==> config.mk <==
export PLATFORM = sky130hd
export DESIGN_NAME = tmcu_gpio_ext
export DESIGN_NICKNAME = d
export VERILOG_FILES = /design/src/rtl/tmcu_gpio_ext.sv
export SDC_FILE = /design/constraint.sdc
export NUM_CORES = 1
export LEC_CHECK = 0
export CAP_MARGIN = 30
export CORE_ASPECT_RATIO = 0.9
export CORE_MARGIN = 4
export CORE_UTILIZATION = 50
export DETAILED_ROUTE_END_ITERATION = 16
export GPL_TIMING_DRIVEN = 0
export PLACE_DENSITY = 0.74
export SLEW_MARGIN = 30
export SYNTH_ARGS = -nofsm -noshare
export SYNTH_HDL_FRONTEND = slang
export SYNTH_SLANG_ARGS = --single-unit
==> constraint.sdc <==
create_clock -name clk -period 2.37 [get_ports clk]
set_clock_uncertainty 0.1 [all_clocks]
set_input_delay 0.5925 -clock clk [delete_from_list [all_inputs] [get_ports clk]]
set_output_delay 0.5925 -clock clk [all_outputs]
set_load 0.01 [all_outputs]
==> src/rtl/tmcu_gpio_ext.sv <==
// tmcu_gpio_ext: APB-attached GPIO block with pad direction control,
// set/clear/toggle output helpers, an input synchroniser and per-bit
// edge/level interrupts with a write-one-to-clear status register.
module tmcu_gpio_ext #(
  parameter int WIDTH       = 32,
  parameter int SYNC_STAGES = 2
) (
  input  logic              clk,
  input  logic              rst_n,
  input  logic              psel,
  input  logic              penable,
  input  logic              pwrite,
  input  logic [31:0]       paddr,
  input  logic [31:0]       pwdata,
  output logic [31:0]       prdata,
  output logic              pready,
  output logic              pslverr,
  input  logic [WIDTH-1:0]  gpio_in,
  output logic [WIDTH-1:0]  gpio_out,
  output logic [WIDTH-1:0]  gpio_oe,
  output logic              irq
);

  localparam logic [5:0] A_DATA_OUT = 6'h00;
  localparam logic [5:0] A_DIR      = 6'h04;
  localparam logic [5:0] A_DATA_IN  = 6'h08;
  localparam logic [5:0] A_SET      = 6'h0C;
  localparam logic [5:0] A_CLR      = 6'h10;
  localparam logic [5:0] A_TGL      = 6'h14;
  localparam logic [5:0] A_IRQ_EN   = 6'h18;
  localparam logic [5:0] A_IRQ_TYPE = 6'h1C;
  localparam logic [5:0] A_IRQ_POL  = 6'h20;
  localparam logic [5:0] A_IRQ_STAT = 6'h24;

  logic [5:0]       off;
  logic             addr_ok;
  logic             wr_en;
  logic             rd_setup;
  logic [WIDTH-1:0] wdata;
  logic [WIDTH-1:0] w1c;

  logic [WIDTH-1:0] data_out;
  logic [WIDTH-1:0] dir;
  logic [WIDTH-1:0] irq_en;
  logic [WIDTH-1:0] irq_type;
  logic [WIDTH-1:0] irq_pol;
  logic [WIDTH-1:0] irq_status;

  logic [WIDTH-1:0] sync_q [SYNC_STAGES];
  logic [WIDTH-1:0] din;
  logic [WIDTH-1:0] prev_q;
  logic [WIDTH-1:0] set_evt;
  logic [31:0]      rdata_c;

  // Upper address bits and unused write-data bits are deliberately ignored.
  logic unused_bits;
  assign unused_bits = ^{paddr[31:6], pwdata};

  assign off      = paddr[5:0];
  assign addr_ok  = (off[1:0] == 2'b00) && (off <= A_IRQ_STAT);
  assign wr_en    = psel & penable & pwrite;
  assign rd_setup = psel & ~penable & ~pwrite;
  assign wdata    = pwdata[WIDTH-1:0];
  assign w1c      = (wr_en && off == A_IRQ_STAT) ? wdata : '0;

  assign pready   = 1'b1;
  assign pslverr  = rst_n & psel & penable & ~addr_ok;
  assign gpio_out = data_out;
  assign gpio_oe  = ~dir;
  assign irq      = |(irq_status & irq_en);
  assign din      = sync_q[SYNC_STAGES-1];

  // Pad synchroniser chain plus one-cycle-delayed copy for edge detection.
  always_ff @(posedge clk) begin
    if (!rst_n) begin
      for (int i = 0; i < SYNC_STAGES; i++) sync_q[i] <= '0;
      prev_q <= '0;
    end else begin
      sync_q[0] <= gpio_in;
      for (int i = 1; i < SYNC_STAGES; i++) sync_q[i] <= sync_q[i-1];
      prev_q <= din;
    end
  end

  // Per-bit interrupt set condition from the selected type and polarity.
  always_comb begin
    logic [WIDTH-1:0] rise;
    logic [WIDTH-1:0] fall;
    logic [WIDTH-1:0] edge_evt;
    logic [WIDTH-1:0] lvl_evt;
    rise     = din & ~prev_q;
    fall     = ~din & prev_q;
    edge_evt = (irq_pol & rise) | (~irq_pol & fall);
    lvl_evt  = (irq_pol & din) | (~irq_pol & ~din);
    set_evt  = (irq_type & edge_evt) | (~irq_type & lvl_evt);
  end

  // Register file writes; a set event overrides a simultaneous W1C.
  always_ff @(posedge clk) begin
    if (!rst_n) begin
      data_out   <= '0;
      dir        <= '1;
      irq_en     <= '0;
      irq_type   <= '0;
      irq_pol    <= '0;
      irq_status <= '0;
    end else begin
      if (wr_en) begin
        case (off)
          A_DATA_OUT: data_out <= wdata;
          A_DIR:      dir      <= wdata;
          A_SET:      data_out <= data_out | wdata;
          A_CLR:      data_out <= data_out & ~wdata;
          A_TGL:      data_out <= data_out ^ wdata;
          A_IRQ_EN:   irq_en   <= wdata;
          A_IRQ_TYPE: irq_type <= wdata;
          A_IRQ_POL:  irq_pol  <= wdata;
          default: ;
        endcase
      end
      irq_status <= (irq_status & ~w1c) | set_evt;
    end
  end

  // Read mux; write-only and unmapped offsets return zero.
  always_comb begin
    rdata_c = '0;
    case (off)
      A_DATA_OUT: rdata_c[WIDTH-1:0] = data_out;
      A_DIR:      rdata_c[WIDTH-1:0] = dir;
      A_DATA_IN:  rdata_c[WIDTH-1:0] = din;
      A_IRQ_EN:   rdata_c[WIDTH-1:0] = irq_en;
      A_IRQ_TYPE: rdata_c[WIDTH-1:0] = irq_type;
      A_IRQ_POL:  rdata_c[WIDTH-1:0] = irq_pol;
      A_IRQ_STAT: rdata_c[WIDTH-1:0] = irq_status;
      default: ;
    endcase
  end

  // Read data captured in the setup phase and held through the access phase.
  always_ff @(posedge clk) begin
    if (!rst_n) prdata <= '0;
    else if (rd_setup) prdata <= rdata_c;
  end

endmodule

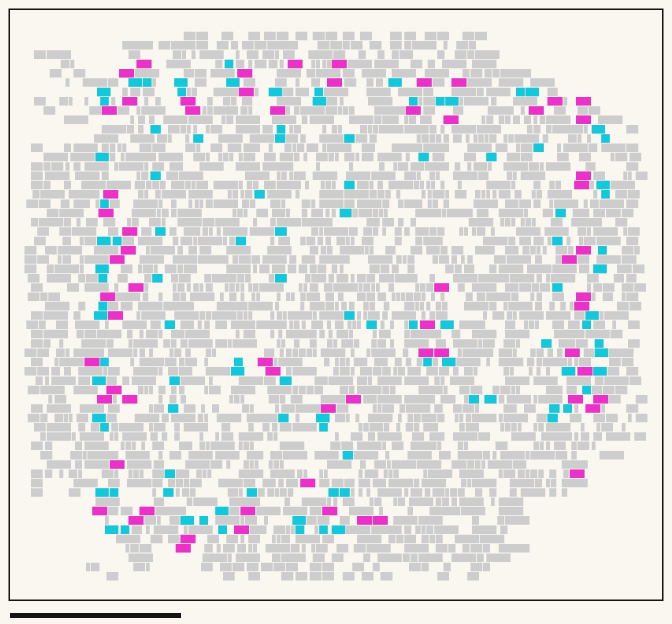
*Selected gate families*
Bar = 50 um.
legend:
  cyan:
    family: non-inverting ao/oa cells
    cells: 101
    where: widely spread
  magenta:
    family: fa/ha/maj cells
    cells: 64
    where: widely spread
most frequent logic cell in the layout: dfxtp_1
final non-filler cell total: 2257
logic share of the area: 42.0%

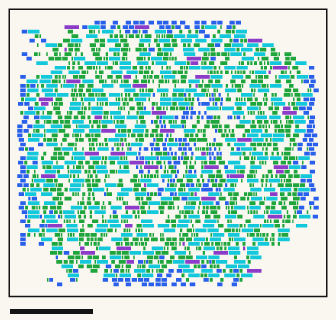
*Cell classes on the final placement*
Bar = 50 um.
legend:
  cyan:
    class: sequential cells
    cells: 320
    share_of_their_area: 36%
  green:
    class: remaining logic cells
    cells: 1188
    share_of_their_area: 45%
  blue:
    class: remaining buffers and delay cells
    cells: 300
    share_of_their_area: 13%
  purple:
    class: clock drivers and dummy loads
    cells: 52
    share_of_their_area: 5.4%
utilization after layout: 62.8%
row count: 59
flop share of the area: 35.0%
placeable core region: 0.0292 mm2
post-layout instance area: 0.0184 mm2

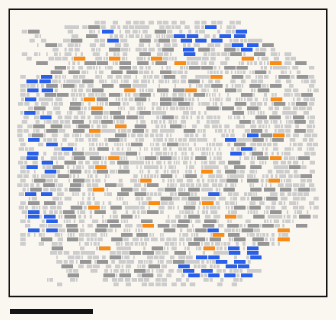
*Sequential cells grouped by signal name*
Bar = 50 um. Other sequential cells in the stronger grey, the rest of the logic in the fainter grey.
legend:
  blue:
    netlist_name: `sync_q`
    placed_flops: 64
    where: widely spread
  orange:
    netlist_name: `irq_status`
    placed_flops: 32
not coloured: 224
P_seq: 5590 uW
register area: 0.00642 mm2

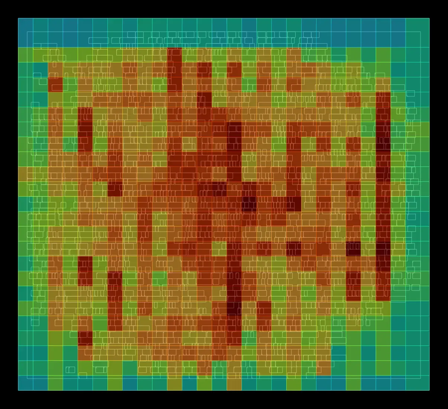
*Congestion heat map*
grt met2 use: 47.9%
wire per inst: 23.8 um

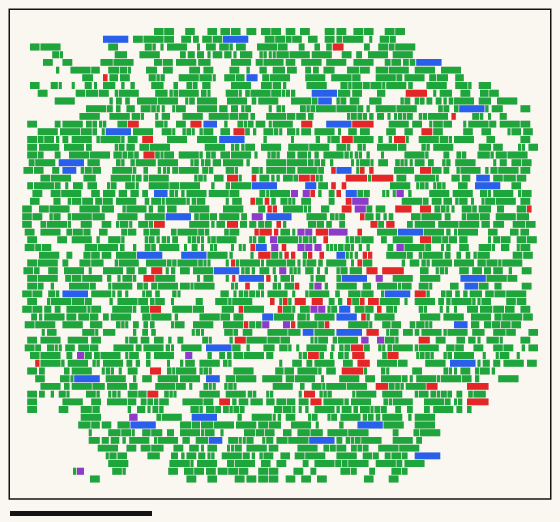
*Cell sizes after repair*
Bar = 50 um.
legend:
  blue:
    size: x6 and larger
    cells: 50
    share: 2.7%
  red:
    size: x2
    cells: 104
    share: 5.6%
  purple:
    size: x3 and x4
    cells: 28
    share: 1.5%
  green:
    size: x1 and smaller
    cells: 1678
    share: 90%
non-clock buffer total of the final layout: 300
PnR worst setup slack: -0.360 ns

==> stage by stage <==
step | std cells | total power, uW | setup WS [ns]
6_report | 2257 | 11300 | -0.360
5_1_grt | 2256 | 11600 | -0.348
4_1_cts | 2252 | 11300 | -0.339
3_5_place_dp | 2196 | 6570 | -1.50
3_3_place_gp | 2196 | 6550 | -1.46
2_1_floorplan | 1630 | 6130 | 0.180
==> power groups by stage <==
stage	clock network [uW]	registers (uW)	logic [uW]
global placement	0	5700	850
floorplan	0	5660	469
detailed placement	0	5700	870
finish	4790	5590	916
global route	5020	5590	963
CTS	4800	5580	887
==> flip-flops by register name, indices dropped and copies added, names as in the netlist <==
name,cells
prdata,32
irq_type,32
irq_status,32
dir,32
irq_en,32
prev_q,32
sync_q,64
gpio_out,32
irq_pol,32
==> run notes <==
fresh numbers from the pnr run: placed cell areas 0.0172 mm2, clk_lat worst skew 0.58 ns, CP Launch Point irq_en[30], Top delay family on crit path simple AND/OR/NAND/NOR gates, NetSw 2780 uW, crit end category output pin, num ports 200, Avg Cell Area, Syn 9.18 um2, cells along the critical path a22oi_2, nand4_1, or4_4, buf_6, PortBufs 170, layout cell share with drive strength beyond 1 9.78%, minimum clock period after layout 2.73 ns, # setup viols final 2, fillers 2544, top sig layer met4, f_max 366 MHz, Seq share, synth 42.8%, total clock sinks 320, Critical Path Sink irq, total grt overflow 0, combinational gate count 1091, routed wire length 53800 um, # nets final 2006, DR iter-0 viols 1796, signal buffers share of area 13.1%, violated checks negative setup slack, worst reg2reg path startpoint gpio_out[30], clock buffers 45, EDFF count, synth 0, Synth Cell Area 0.0150 mm2, PnR worst setup slack -0.360 ns, GR Layer Usage met1 42.8%, tap cells 396, Setup crit start kind flip-flop, GR Util All Layers 31.3%, CTS max path bufs 3, yosys xor share 0.0585%, Mapped Cells 1630, outcome complete, but fails checks, Worst path slowest cell or4_4, DR vias/cell 6.19, clock share of power 42.4%, GP Congestion 0.981, WP buf/inv 1, cycle use final 115%, Hold Path Cell Cnt 1
Power figures rest on the tool's default switching activity, not on a simulated workload.
